Run 1, register map, names as in the netlist:
Other sequential cells in the stronger grey, the rest of the logic in the fainter grey.
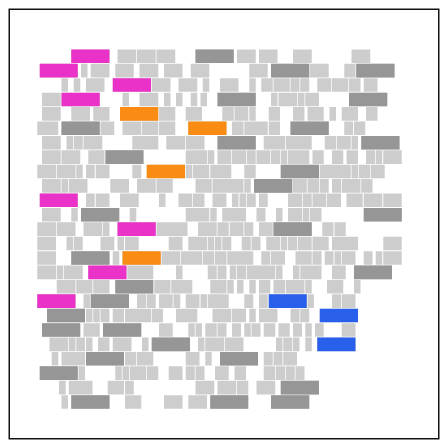
Run 1, routed clock nets over the placement:
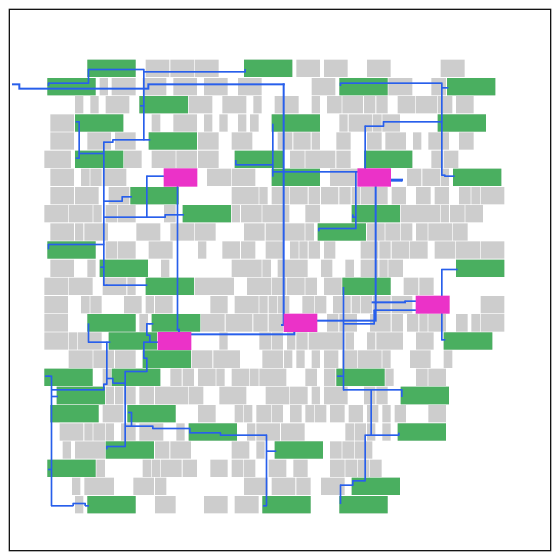
Run 1, placement view:
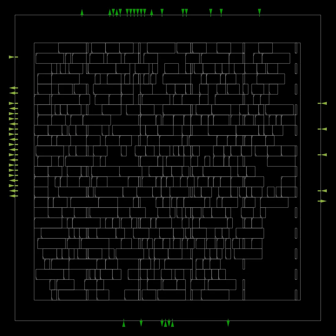
### src/rtl/qspi_master.sv
// Quad-SPI master: command byte, optional write or read data phase, nibble-wide transfers.
// qspi_clk runs at clk / (2 * CLK_DIV) while busy and idles low.
module qspi_master #(
   parameter int unsigned CLK_DIV = 1
) (
   input  logic       clk,
   input  logic       reset,
   input  logic       start,
   input  logic [7:0] cmd,
   input  logic       rd,
   input  logic [7:0] len,
   input  logic [7:0] tx_data,
   input  logic       tx_valid,
   output logic       tx_ready,
   output logic [7:0] rx_data,
   output logic       rx_valid,
   output logic       busy,
   output logic       done,
   output logic       qspi_clk,
   output logic       qspi_ncs,
   output logic [3:0] qspi_io_o,
   output logic       qspi_io_oe,
   input  logic [3:0] qspi_io_i
);

   typedef enum logic [2:0] {
      StIdle, StSetup, StCmd, StTurn, StWrite, StRead, StHold
   } state_e;

   localparam logic [7:0] DivLast = 8'(CLK_DIV - 1);

   state_e     state_q, state_d;
   logic       sclk_q, sclk_d;
   logic       ncs_q, ncs_d;
   logic       oe_q, oe_d;
   logic [3:0] io_q, io_d;
   logic [7:0] sh_q, sh_d;
   logic [7:0] cnt_q, cnt_d;
   logic [7:0] div_q, div_d;
   logic       rd_q, rd_d;
   logic       nib_q, nib_d;
   logic       stall_q, stall_d;
   logic [1:0] hold_q, hold_d;
   logic [7:0] rx_data_q, rx_data_d;
   logic       rx_valid_q, rx_valid_d;
   logic       done_q, done_d;
   logic       tick, fetch, take, to_hold;

   always_ff @(posedge clk) begin
      if (reset) begin
         state_q    <= StIdle;
         sclk_q     <= 1'b0;
         ncs_q      <= 1'b1;
         oe_q       <= 1'b0;
         io_q       <= 4'd0;
         sh_q       <= 8'd0;
         cnt_q      <= 8'd0;
         div_q      <= 8'd0;
         rd_q       <= 1'b0;
         nib_q      <= 1'b0;
         stall_q    <= 1'b0;
         hold_q     <= 2'd0;
         rx_data_q  <= 8'd0;
         rx_valid_q <= 1'b0;
         done_q     <= 1'b0;
      end else begin
         state_q    <= state_d;
         sclk_q     <= sclk_d;
         ncs_q      <= ncs_d;
         oe_q       <= oe_d;
         io_q       <= io_d;
         sh_q       <= sh_d;
         cnt_q      <= cnt_d;
         div_q      <= div_d;
         rd_q       <= rd_d;
         nib_q      <= nib_d;
         stall_q    <= stall_d;
         hold_q     <= hold_d;
         rx_data_q  <= rx_data_d;
         rx_valid_q <= rx_valid_d;
         done_q     <= done_d;
      end
   end

   always_comb begin
      state_d    = state_q;
      sclk_d     = sclk_q;
      ncs_d      = ncs_q;
      oe_d       = oe_q;
      io_d       = io_q;
      sh_d       = sh_q;
      cnt_d      = cnt_q;
      rd_d       = rd_q;
      nib_d      = nib_q;
      stall_d    = stall_q;
      hold_d     = hold_q;
      rx_data_d  = rx_data_q;
      rx_valid_d = 1'b0;
      done_d     = 1'b0;
      fetch      = 1'b0;
      take       = 1'b0;
      to_hold    = 1'b0;
      // The divider is frozen during a write underrun so no half-period is consumed.
      tick  = (state_q != StIdle) && !stall_q && (div_q == DivLast);
      div_d = (state_q == StIdle || stall_q || tick) ? 8'd0 : div_q + 8'd1;

      unique case (state_q)
         StIdle: begin
            if (start && !done_q) begin
               state_d = StSetup;
               sh_d    = cmd;
               rd_d    = rd;
               cnt_d   = len;
               io_d    = cmd[7:4];
               oe_d    = 1'b1;
               ncs_d   = 1'b0;
               sclk_d  = 1'b0;
               nib_d   = 1'b0;
               stall_d = 1'b0;
               hold_d  = 2'd0;
            end
         end
         StSetup: begin
            if (tick) begin
               sclk_d  = 1'b1;
               state_d = StCmd;
            end
         end
         StCmd: begin
            if (tick) begin
               if (!sclk_q) begin
                  sclk_d = 1'b1;
               end else begin
                  sclk_d = 1'b0;
                  if (!nib_q) begin
                     io_d  = sh_q[3:0];
                     nib_d = 1'b1;
                  end else if (cnt_q == 8'd0) begin
                     to_hold = 1'b1;
                  end else if (rd_q) begin
                     state_d = StTurn;
                     oe_d    = 1'b0;
                  end else begin
                     state_d = StWrite;
                     fetch   = 1'b1;
                  end
               end
            end
         end
         StWrite: begin
            if (stall_q) begin
               fetch = 1'b1;
            end else if (tick) begin
               if (!sclk_q) begin
                  sclk_d = 1'b1;
               end else begin
                  sclk_d = 1'b0;
                  if (!nib_q) begin
                     io_d  = sh_q[3:0];
                     nib_d = 1'b1;
                  end else if (cnt_q == 8'd0) begin
                     to_hold = 1'b1;
                  end else begin
                     fetch = 1'b1;
                  end
               end
            end
         end
         StTurn: begin
            if (tick) begin
               sclk_d = !sclk_q;
               if (sclk_q) begin
                  state_d = StRead;
                  nib_d   = 1'b0;
               end
            end
         end
         StRead: begin
            if (tick) begin
               if (!sclk_q) begin
                  sclk_d = 1'b1;
                  sh_d   = {sh_q[3:0], qspi_io_i};
                  nib_d  = !nib_q;
                  if (nib_q) begin
                     rx_data_d  = {sh_q[3:0], qspi_io_i};
                     rx_valid_d = 1'b1;
                     cnt_d      = cnt_q - 8'd1;
                  end
               end else begin
                  sclk_d = 1'b0;
                  if (!nib_q && cnt_q == 8'd0) to_hold = 1'b1;
               end
            end
         end
         StHold: begin
            if (tick) begin
               hold_d = hold_q + 2'd1;
               if (hold_q == 2'd0) ncs_d = 1'b1;
               if (hold_q == 2'd2) begin
                  state_d = StIdle;
                  done_d  = 1'b1;
                  hold_d  = 2'd0;
               end
            end
         end
         default: state_d = StIdle;
      endcase

      // Next write byte goes on the bus at the falling edge before its high nibble.
      if (fetch) begin
         if (tx_valid) begin
            take    = 1'b1;
            sh_d    = tx_data;
            io_d    = tx_data[7:4];
            nib_d   = 1'b0;
            cnt_d   = cnt_q - 8'd1;
            stall_d = 1'b0;
         end else begin
            stall_d = 1'b1;
         end
      end

      if (to_hold) begin
         state_d = StHold;
         oe_d    = 1'b0;
         io_d    = 4'd0;
         hold_d  = 2'd0;
      end
   end

   always_comb begin
      busy       = (state_q != StIdle);
      tx_ready   = take && !reset;
      rx_data    = rx_data_q;
      rx_valid   = rx_valid_q;
      done       = done_q;
      qspi_clk   = sclk_q;
      qspi_ncs   = ncs_q;
      qspi_io_o  = io_q;
      qspi_io_oe = oe_q;
   end

endmodule

### config.mk
export PLATFORM = sky130hd
export DESIGN_NAME = qspi_master
export DESIGN_NICKNAME = d
export VERILOG_FILES = /design/src/rtl/qspi_master.sv
export SDC_FILE = /design/constraint.sdc
export NUM_CORES = 1
export LEC_CHECK = 0
export CORE_MARGIN = 5
export CORE_UTILIZATION = 51
export CTS_CLUSTER_DIAMETER = 200
export DETAILED_ROUTE_END_ITERATION = 10
export PLACE_DENSITY_LB_ADDON = 0.25
export SYNTH_ARGS = -nofsm -noshare
export SYNTH_HDL_FRONTEND = slang
export SYNTH_SLANG_ARGS = --single-unit
export TNS_END_PERCENT = 10
### constraint.sdc
create_clock -name clk -period 3.4 [get_ports clk]
set_input_delay 0.85 -clock clk [delete_from_list [all_inputs] [get_ports clk]]
set_output_delay 0.85 -clock clk [all_outputs]
set_load 0.01 [all_outputs]
==> Changelog: implementation, run 1 <==
## Flow update

* Max Fclk at 305 MHz
* Final WL at 7000 um
* Crit-path max cell delay at 0.47 ns
* Congestion Overflow GR at 0
* Longest Clk Path Bufs at 2
* Core area at 4790 um2
* Ant. Diodes at 0
* Yosys cell types at 58
* #FFs+latches synth at 45
* Clock Skew at 0.00665 ns
* Pin count of the biggest net entering global routing at 32
* Tot GR Track Use at 22.5%
* Cell area leaders: dfxtp_1 35%, nor2_1 6.5%, a21oi_1 4.5%, mux2i_1 3.5%, nand2_1 3.1%
* Critical path class: reg2out
* Worst-Margin Slew at 0.789 ns
* Worst EP required at 2.55 ns
* Async SR Flop Fraction at 0%
* Pleak at 0.00114 uW
* Dominant flop cell: dfxtp_1
* Crit share post-route at 96.6%
* Placed Cells at 426
* Synth Warn # at 0
* Worst hold slack at 0.474 ns
* CTS tree: built
* Tool warning count at 28
* Die W at 80.8 um
* Later-pin clock latency in the skew report at 0.31 ns
* Crit path arrival time at 2.43 ns
* Dpl cell area at 3170 um2
* Routed Antenna Nets at 0
* Tot Pwr at 1730 uW
* Clock root cell: clkbuf_8
* Port Buffers at 51
* Post-Route Setup TNS at 0 ns
* Die area at 6530 um2
* Tmin final at 3.28 ns
* Initial antenna violation count at 0
* RSZ-0062 raised after global routing: false
* Share of post-route cells with drive strength above 1 at 10.9%
* Status: completed
* Vias per inst at 5.90
* Reg clk slew, reported paths at 0.09 ns
Back to the opening pictures, 'register map, names as in the netlist':
Blue is `state_q`, flops 3. Magenta is `rx_data`, flops 8. Orange is `sh_q`, flops 4.

Back to the opening pictures, 'routed clock nets over the placement':
Magenta is cells driving clock nets, count 5. Green is flip-flops, count 45. Blue is clock wires, length 609 um.
There are 6 routed clock nets.

Back to the opening pictures, 'placement view':
row cnt: 25
Post-Layout Cell Count: 435

==> run 1: layout by cell type, fill, tap and decap left out, drive strengths merged, types with 9 or more instances in the layout <==
cell type / instances
clkdlybuf4s50: 50
dfxtp: 45
nor2: 44
a21oi: 23
nand2: 22
nor3: 16
buf: 15
inv: 13
o22ai: 10
nor2b: 9
mux2i: 9
o21ai: 9
==> run 1: cell usage after synthesis, types with 3 or more instances <==
cell,number
a211oi_1,7
a21oi_1,23
a22o_1,3
a22oi_1,5
a311oi_1,4
a32oi_1,4
buf_2,3
clkbuf_1,14
dfxtp_1,45
ha_1,5
inv_1,12
mux2i_1,9
nand2_1,21
nand2b_1,7
nand3_1,6
nand3b_1,3
nor2_1,44
nor2b_1,9
nor3_1,14
o21ai_0,7
o22ai_1,10
or3_1,4
xnor2_1,7
xor2_1,4
==> run 1: repair_timing <==
action / 4_1_cts / 5_1_grt
setup buffers: 0 / 1
gates resized: 3 / 2
setup endpoints to repair: 1 / 1
hold buffers: 0 / 0
pin swaps: 0 / 2
==> run 1: path summary, 6_finish.rpt <==
| check | slack (ns) | to | cells after the start | start |
|---|---|---|---|---|
| min reg2reg | 0.47 | div_q[0] | 1 | div_q[0] |
| max reg2reg | 0.66 | rx_data[7] | 8 | div_q[0] |
| max | 0.12 | tx_ready | 8 | div_q[0] |
| min | 0.47 | div_q[0] | 1 | div_q[0] |
==> run 1: power by group <==
part	total [uW]	leakage, uW	switching [uW]	internal [uW]
registers	638	0.000366	55.5	582
logic	747	0.000733	411	336
clock network	349	0.0000445	202	146
==> run 1: state kept, by name (all words and copies together) (netlist names), 2 cells and up <==
| signal | count |
|---|---|
| cnt_q | 8 |
| div_q | 8 |
| rx_data | 8 |
| qspi_io_o | 4 |
| sh_q | 4 |
| state_q | 3 |
| hold_q | 2 |
==> run 1: critical path, delay by kind of cell (launching register included) <==
kind,cells,cell delay [ns]
AND/OR/NAND/NOR,4,1.11
AND-OR/OR-AND,1,0.20
flip-flops,1,0.34
buffers and inverters,2,0.32
adder cells (fa/ha/maj),1,0.16
==> run 1: layout make-up <==
cell class | count | area [um2]
clock buffers | 5 | 68.8
clock inverters | 3 | 21.3
fillers | 386 | 1510
inverters | 12 | 45.0
multi-input cells | 237 | 1540
flip-flops and latches | 45 | 901
well taps | 67 | 83.8
repair buffers | 66 | 624
==> run 1: logic make-up (layout without fill, tap and decap cells) <==
| kind of cell | Yosys count | count (layout) | share of synthesized area [%] |
|---|---|---|---|
| AOI/OAI and AO/OA | 81 | 81 | 22.6 |
| xor gates and xnor gates | 11 | 11 | 3.77 |
| adders and majority gates | 5 | 5 | 2.45 |
| buffers and inverters | 31 | 86 | 4.99 |
| DFF | 45 | 45 | 35.2 |
| muxes | 11 | 11 | 4.40 |
| and+or+nand+nor | 129 | 129 | 26.6 |
==> run 1: routing by layer <==
metal,vias to the layer above,part of all wire [%],track usage (%),wire length [um]
met5,-,0,0,0
met4,0,1.4,7.26,95
met3,10,6.4,5.54,446
met2,114,48,36.0,3360
met1,1202,44,29.8,3100
li1,1239,-,-,-
Run 1, routed metal per tile:
Bar = 20 um. The die is cut into 16 by 16 equal tiles; dark purple is low, yellow is high, scaled to the fullest tile. Values are wire area over tile area, all layers added.
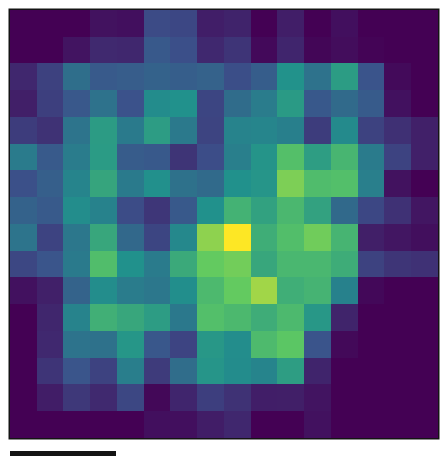

==> inputs of run 2 (changes only) <==
Settings changed: CORE_UTILIZATION 51 to 40, HOLD_SLACK_MARGIN set to 0.03.
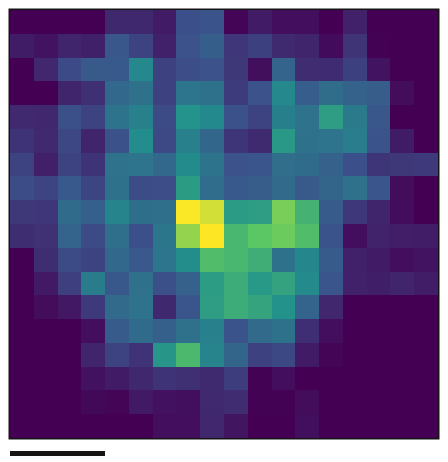
Run 2: routed metal per tile
Bar = 20 um. The die is cut into 18 by 18 equal tiles; dark purple is low, yellow is high, scaled to the fullest tile. Values are wire area over tile area, all layers added.
9.0% of the tiles are over half the peak. The fullest tile reaches 0.68. The mean over all tiles is 0.14.

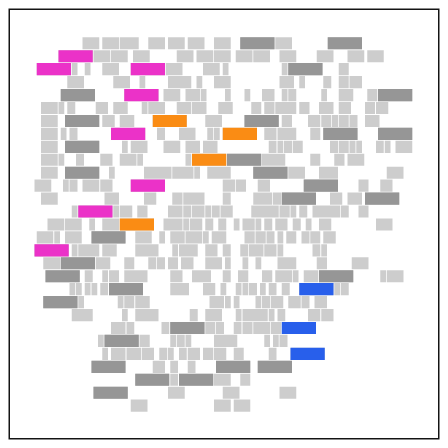
Run 2: register map, names as in the netlist
Other sequential cells in the stronger grey, the rest of the logic in the fainter grey.
Blue is `state_q`, flops 3. Magenta is `rx_data`, flops 8. Orange is `sh_q`, flops 4.
Another 30 sequential cells are not coloured.

==> run 2 against run 1 <==
- worst hold slack worse by 0.0039 ns
- sequential share of layout area down 0.052 points
- sequential power decreased by 0.9%
- clock power rose by 1%
- clock skew increased by 0.0044 ns
- critical path type unchanged
==> Changelog: implementation, run 2 <==
## Flow update

* Status: completed (unchanged)
* Longest Clk Path Bufs at 2 (unchanged)
* Final WL at 7090 um (was 7000 um)
* Max Fclk at 305 MHz (about the same)
* Crit-path max cell delay at 0.48 ns (was 0.47 ns)
* RSZ-0062 raised after global routing: false (unchanged)
* Most numerous cell in the Yosys netlist: dfxtp_1 (unchanged)
* Critical path class: reg2out (unchanged)
* Clock root cell: clkbuf_8 (unchanged)
* #FFs+latches synth at 45 (unchanged)
* Port Buffers at 51 (unchanged)
* Worst-Margin Slew at 0.698 ns (was 0.789 ns)
* Reg clk slew, reported paths at 0.09 ns (about the same)
* Crit share post-route at 96.5% (was 96.6%)
* Tot GR Track Use at 17.3% (was 22.5%)
* CTS tree: built (unchanged)
* Congestion Overflow GR at 0 (unchanged)
* M2 GR Usage at 29.1% (was 36.0%)
* Post-Route Setup TNS at 0 ns (unchanged)
* Worst EP required at 2.55 ns (about the same)
* Yosys cell types at 58 (unchanged)
* Hold_sp: div_q[0] (unchanged)
* Ant. Diodes at 0 (unchanged)
* Cell area leaders: dfxtp_1 35%, nor2_1 6.5%, a21oi_1 4.5%, mux2i_1 3.5%, nand2_1 3.1% (unchanged)
* Dominant flop cell: dfxtp_1 (unchanged)
* M3 GR Usage at 3.76% (was 5.54%)
* Initial antenna violation count at 0 (unchanged)
* Reg2reg start: div_q[0] (unchanged)
* Fill cell count at 607 (was 386)
* Die area at 8090 um2 (was 6530 um2)
* Die W at 90.0 um (was 80.8 um)
* Tmin final at 3.28 ns (about the same)
* Core area at 6280 um2 (was 4790 um2)
* Row cnt at 29 (was 25)
* Commonest cells in the netlist: 45 x dfxtp_1, 44 x nor2_1, 23 x a21oi_1 (unchanged)
* Vias per inst at 5.63 (was 5.90)
* Crit path arrival time at 2.43 ns (about the same)
* Later-pin clock latency in the skew report at 0.30 ns (was 0.31 ns)
* Clock Skew at 0.0110 ns (was 0.00665 ns)
* Met1 Use GR at 22.4% (was 29.8%)
* Share of post-route cells with drive strength above 1 at 10.6% (was 10.9%)
* Pin count of the biggest net entering global routing at 32 (unchanged)
* Sequential cell area at 901 um2 (unchanged)
==> run 2: cell counts after synthesis <==
Identical to the previous run, type by type.
==> run 2: cell families after synthesis <==
kind of cell | share of synthesized area, %
and+or+nand+nor | 26.6
adders and majority gates | 2.45
AOI/OAI and AO/OA | 22.6
xor gates and xnor gates | 3.77
muxes | 4.40
buffers and inverters | 4.99
DFF | 35.2
==> run 2: timing repair <==
action                     4_1_cts  5_1_grt
hold buffers                     0        0
setup endpoints to repair        1        1
setup buffers                    0        1
resized                          3        1
pin swaps                        0        2
==> run 2: final timing paths <==
path,slack [ns],to,cells after the start
worst max-delay path,0.12,tx_ready,8
worst max register to register,0.67,cnt_q[4],10
worst min-delay path,0.47,div_q[0],1
worst min register to register,0.47,div_q[0],1
==> run 2: per-stage QoR <==
| step | instance area, um2 | total power, uW | std cells | hold WS [ns] | utilization [%] |
|---|---|---|---|---|---|
| after floorplan | 2560 | 1160 | 313 | 0.430 | - |
| after global placement | 3180 | 1390 | 435 | 0.449 | 50.6 |
| after detailed placement | 3180 | 1390 | 435 | 0.456 | 50.6 |
| after CTS | 3280 | 1750 | 443 | 0.477 | 52.2 |
| after global routing | 3290 | 1860 | 444 | 0.515 | 52.4 |
| final | 3290 | 1750 | 444 | 0.470 | 52.4 |
==> run 2: where the power goes <==
part	total, uW	leakage (uW)	internal (uW)	switching (uW)
logic	762	0.000728	336	426
clock network	353	0.0000512	165	188
registers	632	0.000366	582	49.7
total	1750	0.00115	1080	664
==> run 2: final cells by class <==
type                            count  area share, %
Timing Repair Buffer               65           18.8
Sequential cell                    45           27.4
Multi-Input combinational cell    237           46.6
Inverter                           12           1.37
Clock inverter                      2          0.419
Tap cell                           77           2.93
Clock buffer                        6           2.51
==> run 2: worst max-delay path: cells and delay by family (launching register included) <==
family / cells / cell delay [ns]
AOI/OAI and AO/OA: 1 / 0.20
adders and majority gates: 1 / 0.15
and+or+nand+nor: 4 / 1.12
buffers and inverters: 2 / 0.33
DFF: 1 / 0.34
==> run 2: per-layer routing <==
| layer | up-vias | share of wire (%) |
|---|---|---|
| met5 | - | 0 |
| met4 | 0 | 1.3 |
| met3 | 8 | 6.4 |
| met2 | 97 | 48 |
| met1 | 1158 | 44 |
| li1 | 1236 | - |
Power is estimated from default activity; no workload was simulated.
